`config.mk`:
```
export PLATFORM = sky130hd
export DESIGN_NAME = mem_port_arbiter
export DESIGN_NICKNAME = d
export VERILOG_FILES = /design/src/rtl/mem_arb_pkg.sv /design/src/rtl/arb_burst_ctr.sv /design/src/rtl/mem_port_arbiter.sv
export SDC_FILE = /design/constraint.sdc
export NUM_CORES = 1
export LEC_CHECK = 0
export ABC_CLOCK_PERIOD_IN_PS = 3900
export CAP_MARGIN = 10
export CORE_MARGIN = 5
export CORE_UTILIZATION = 37
export CTS_CLUSTER_DIAMETER = 60
export DETAILED_ROUTE_END_ITERATION = 8
export PLACE_DENSITY_LB_ADDON = 0.05
export SYNTH_ARGS = -nofsm -noshare
export SYNTH_HDL_FRONTEND = slang
export SYNTH_SLANG_ARGS = --single-unit
export TNS_END_PERCENT = 30
```
`constraint.sdc`:
```
create_clock -name clk -period 3.9 [get_ports clk]
set_clock_uncertainty 0.05 [all_clocks]
set_input_delay 0.585 -clock clk [delete_from_list [all_inputs] [get_ports clk]]
set_output_delay 0.585 -clock clk [all_outputs]
set_load 0.01 [all_outputs]
```
`src/rtl/mem_arb_pkg.sv`:
```
// Shared types for the instruction/data memory port arbiter.
// Holds the FSM state encoding, the latched request record and a word-align helper.
package mem_arb_pkg;

    typedef enum logic [1:0] {
        ARB_IDLE,
        ARB_SERVE_I,
        ARB_SERVE_D
    } arb_state_t;

    typedef struct packed {
        logic [31:0] addr;
        logic [3:0]  rmask;
        logic [3:0]  wmask;
        logic [31:0] wdata;
    } mem_req_t;

    function automatic logic [31:0] align_word(input logic [31:0] a);
        return {a[31:2], 2'b00};
    endfunction

endpackage

```
`src/rtl/arb_burst_ctr.sv`:
```
// Saturating count of consecutive data grants made while a fetch was waiting.
module arb_burst_ctr #(
    parameter int MAX   = 4,
    parameter int CNT_W = $clog2(MAX + 1)
) (
    input  logic             clk,
    input  logic             rst,
    input  logic             clr,
    input  logic             inc,
    output logic [CNT_W-1:0] cnt
);

    localparam logic [CNT_W-1:0] CNT_MAX = CNT_W'(MAX);

    always_ff @(posedge clk or negedge rst) begin
        if (!rst) begin
            cnt <= '0;
        end else if (clr) begin
            cnt <= '0;
        end else if (inc && (cnt != CNT_MAX)) begin
            cnt <= cnt + 1'b1;
        end
    end

endmodule

```
`src/rtl/mem_port_arbiter.sv`:
```
// Shares one memory port between fetch and data requesters; data has priority,
// bounded by a burst limit so a waiting fetch is always served eventually.
//
// state        | meaning
// ARB_IDLE     | no grant; arbitrate on the next edge, request register is 0
// ARB_SERVE_I  | fetch request latched and driven on mem_*, waiting for mem_resp
// ARB_SERVE_D  | data request latched and driven on mem_*, waiting for mem_resp
module mem_port_arbiter
    import mem_arb_pkg::*;
#(
    parameter int MAX_D_BURST = 4
) (
    input  logic        clk,
    input  logic        rst,
    input  logic [31:0] imem_addr,
    input  logic [3:0]  imem_rmask,
    output logic [31:0] imem_rdata,
    output logic        imem_resp,
    input  logic [31:0] dmem_addr,
    input  logic [3:0]  dmem_rmask,
    input  logic [3:0]  dmem_wmask,
    input  logic [31:0] dmem_wdata,
    output logic [31:0] dmem_rdata,
    output logic        dmem_resp,
    output logic [31:0] mem_addr,
    output logic [3:0]  mem_rmask,
    output logic [3:0]  mem_wmask,
    output logic [31:0] mem_wdata,
    input  logic [31:0] mem_rdata,
    input  logic        mem_resp
);

    localparam int CNT_W = $clog2(MAX_D_BURST + 1);
    localparam logic [CNT_W-1:0] CNT_MAX = CNT_W'(MAX_D_BURST);

    arb_state_t       state, state_nxt;
    mem_req_t         req, req_nxt;
    logic [CNT_W-1:0] d_cnt;
    logic             cnt_clr, cnt_inc;
    logic             i_req, d_req, d_capped;

    assign i_req    = |imem_rmask;
    assign d_req    = (|dmem_rmask) | (|dmem_wmask);
    assign d_capped = (d_cnt == CNT_MAX);

    arb_burst_ctr #(.MAX(MAX_D_BURST), .CNT_W(CNT_W)) u_burst_ctr (
        .clk (clk),
        .rst (rst),
        .clr (cnt_clr),
        .inc (cnt_inc),
        .cnt (d_cnt)
    );

    always_comb begin
        state_nxt = state;
        req_nxt   = req;
        cnt_clr   = 1'b0;
        cnt_inc   = 1'b0;
        case (state)
            ARB_IDLE: begin
                if (d_req && !(i_req && d_capped)) begin
                    state_nxt = ARB_SERVE_D;
                    req_nxt   = '{addr: align_word(dmem_addr), rmask: dmem_rmask,
                                  wmask: dmem_wmask, wdata: dmem_wdata};
                    // The streak only grows while a fetch is actually being held off.
                    cnt_inc   = i_req;
                    cnt_clr   = !i_req;
                end else if (i_req) begin
                    state_nxt = ARB_SERVE_I;
                    req_nxt   = '{addr: align_word(imem_addr), rmask: imem_rmask,
                                  wmask: 4'h0, wdata: 32'h0};
                    cnt_clr   = 1'b1;
                end else begin
                    cnt_clr   = 1'b1;
                end
            end
            ARB_SERVE_I, ARB_SERVE_D: begin
                if (mem_resp) begin
                    state_nxt = ARB_IDLE;
                    req_nxt   = '0;
                end
            end
            default: begin
                state_nxt = ARB_IDLE;
                req_nxt   = '0;
            end
        endcase
    end

    always_ff @(posedge clk or negedge rst) begin
        if (!rst) begin
            state <= ARB_IDLE;
            req   <= '0;
        end else begin
            state <= state_nxt;
            req   <= req_nxt;
        end
    end

    assign mem_addr  = req.addr;
    assign mem_rmask = req.rmask;
    assign mem_wmask = req.wmask;
    assign mem_wdata = req.wdata;

    // Responses pass straight through in the completion cycle; rdata is zeroed otherwise.
    assign imem_resp  = (state == ARB_SERVE_I) && mem_resp;
    assign dmem_resp  = (state == ARB_SERVE_D) && mem_resp;
    assign imem_rdata = imem_resp ? mem_rdata : 32'h0;
    assign dmem_rdata = dmem_resp ? mem_rdata : 32'h0;

endmodule
```
==> run summary <==
Figures from the implementation reports.

- The run finished with clean final reports.
- The combined buffer and inverter count along the critical path reads 2.
- Detailed-route iteration 0 reported a violation count of 285.
- The leakage component of the power was reported as 3.086 nW.
- At the worst endpoint, the required time is 3.26 ns.
- Setup repair after global routing left no endpoint under its margin.
- According to the hold report, the worst path is of the primary input to asynchronous set/reset pin type.
- The net count of the finished layout is 751.
- By area the synthesized netlist is led by sky130_fd_sc_hd__dfrtp_1, sky130_fd_sc_hd__and3_1, sky130_fd_sc_hd__a22o_1.
- The per-cell via count in the routed design is 5.121.
- The share of total power in sequential cells reads 31.2%.
- The synthesis report gives the async set-or-reset register share as 100.0%.
- The stage logs contain a warning count of 33.
- The final timing report counts setup violations totalling 0.
- The clock tree from TritonCTS is yes.
- The cell-mix breakdown from Yosys lists the adder-cell area share as 1.658%.
- The cell count listed in synth_stat.txt reads 351.
- The half-perimeter wire length after detailed placement is 10360 um.
- The switching power is 1.513 mW.
- The most common logic cell in the routed design is sky130_fd_sc_hd__clkdlybuf4s50_1.
- The number of core rows is 36.
- The top-level port count reads 281.
- The dominant power group reads combinational cells.
- The area of the placeable core is 9864 um2.
- met1 track demand over resource after global routing is 25.58%.
- The power per cell area reads 599.9 nW/um2.
- Per the synthesis report, the number of distinct cell types is 31.
- The number of violations of the max-capacitance limit reads 0.
- The worst-case IR drop observed on VDD is 313.0 uV.
**Supply network**

Bar = 20 um. Pins as bars on the die edge. Tap cells in grey.
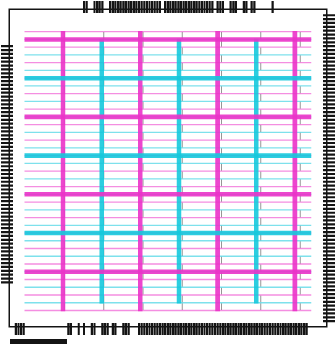
[VSS] magenta
[VDD] cyan
signal pins: 281
met4 straps: 7
rows: 36

**Placement by cell class**

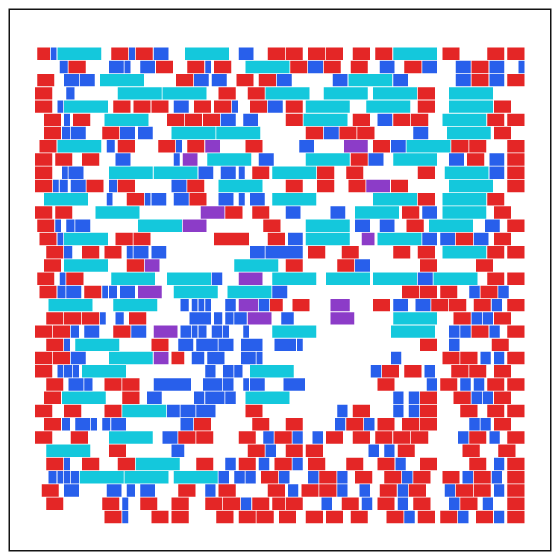
[combinational and other logic] blue | cells: 239
[clock drivers and dummy loads] purple | cells: 16
[sequential cells] cyan | cells: 75
[remaining buffers and delay cells] red | cells: 278

**Clock distribution**

Bar = 20 um.
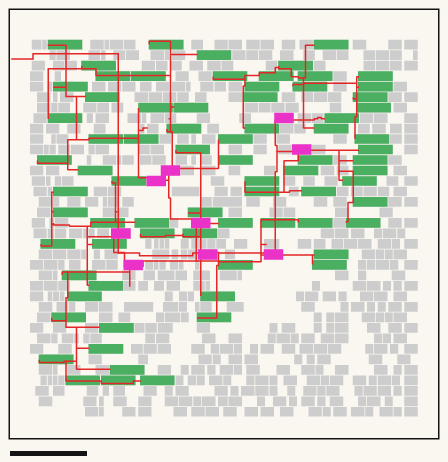
[clock drivers] magenta | count: 9
[flip-flops] green | count: 75
[clock wires] red | length: 990 um
routed clock nets: 10

**Metal layers overlaid**

Bar = 20 um. Only two layers are drawn.
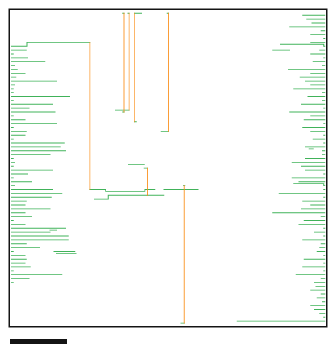
[metal 4] orange | wire length: 258 um
[metal 3] green | wire length: 1030 um

**The clock network**

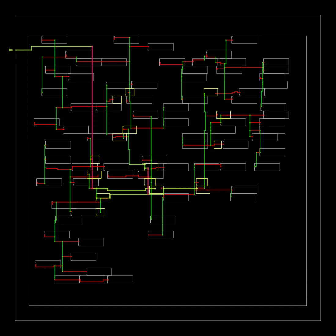
Clock Latency Late Sink: 0.33 ns
flip-flop and latch count: 75

No activity file was given, so power comes from the tool's default toggle rates.
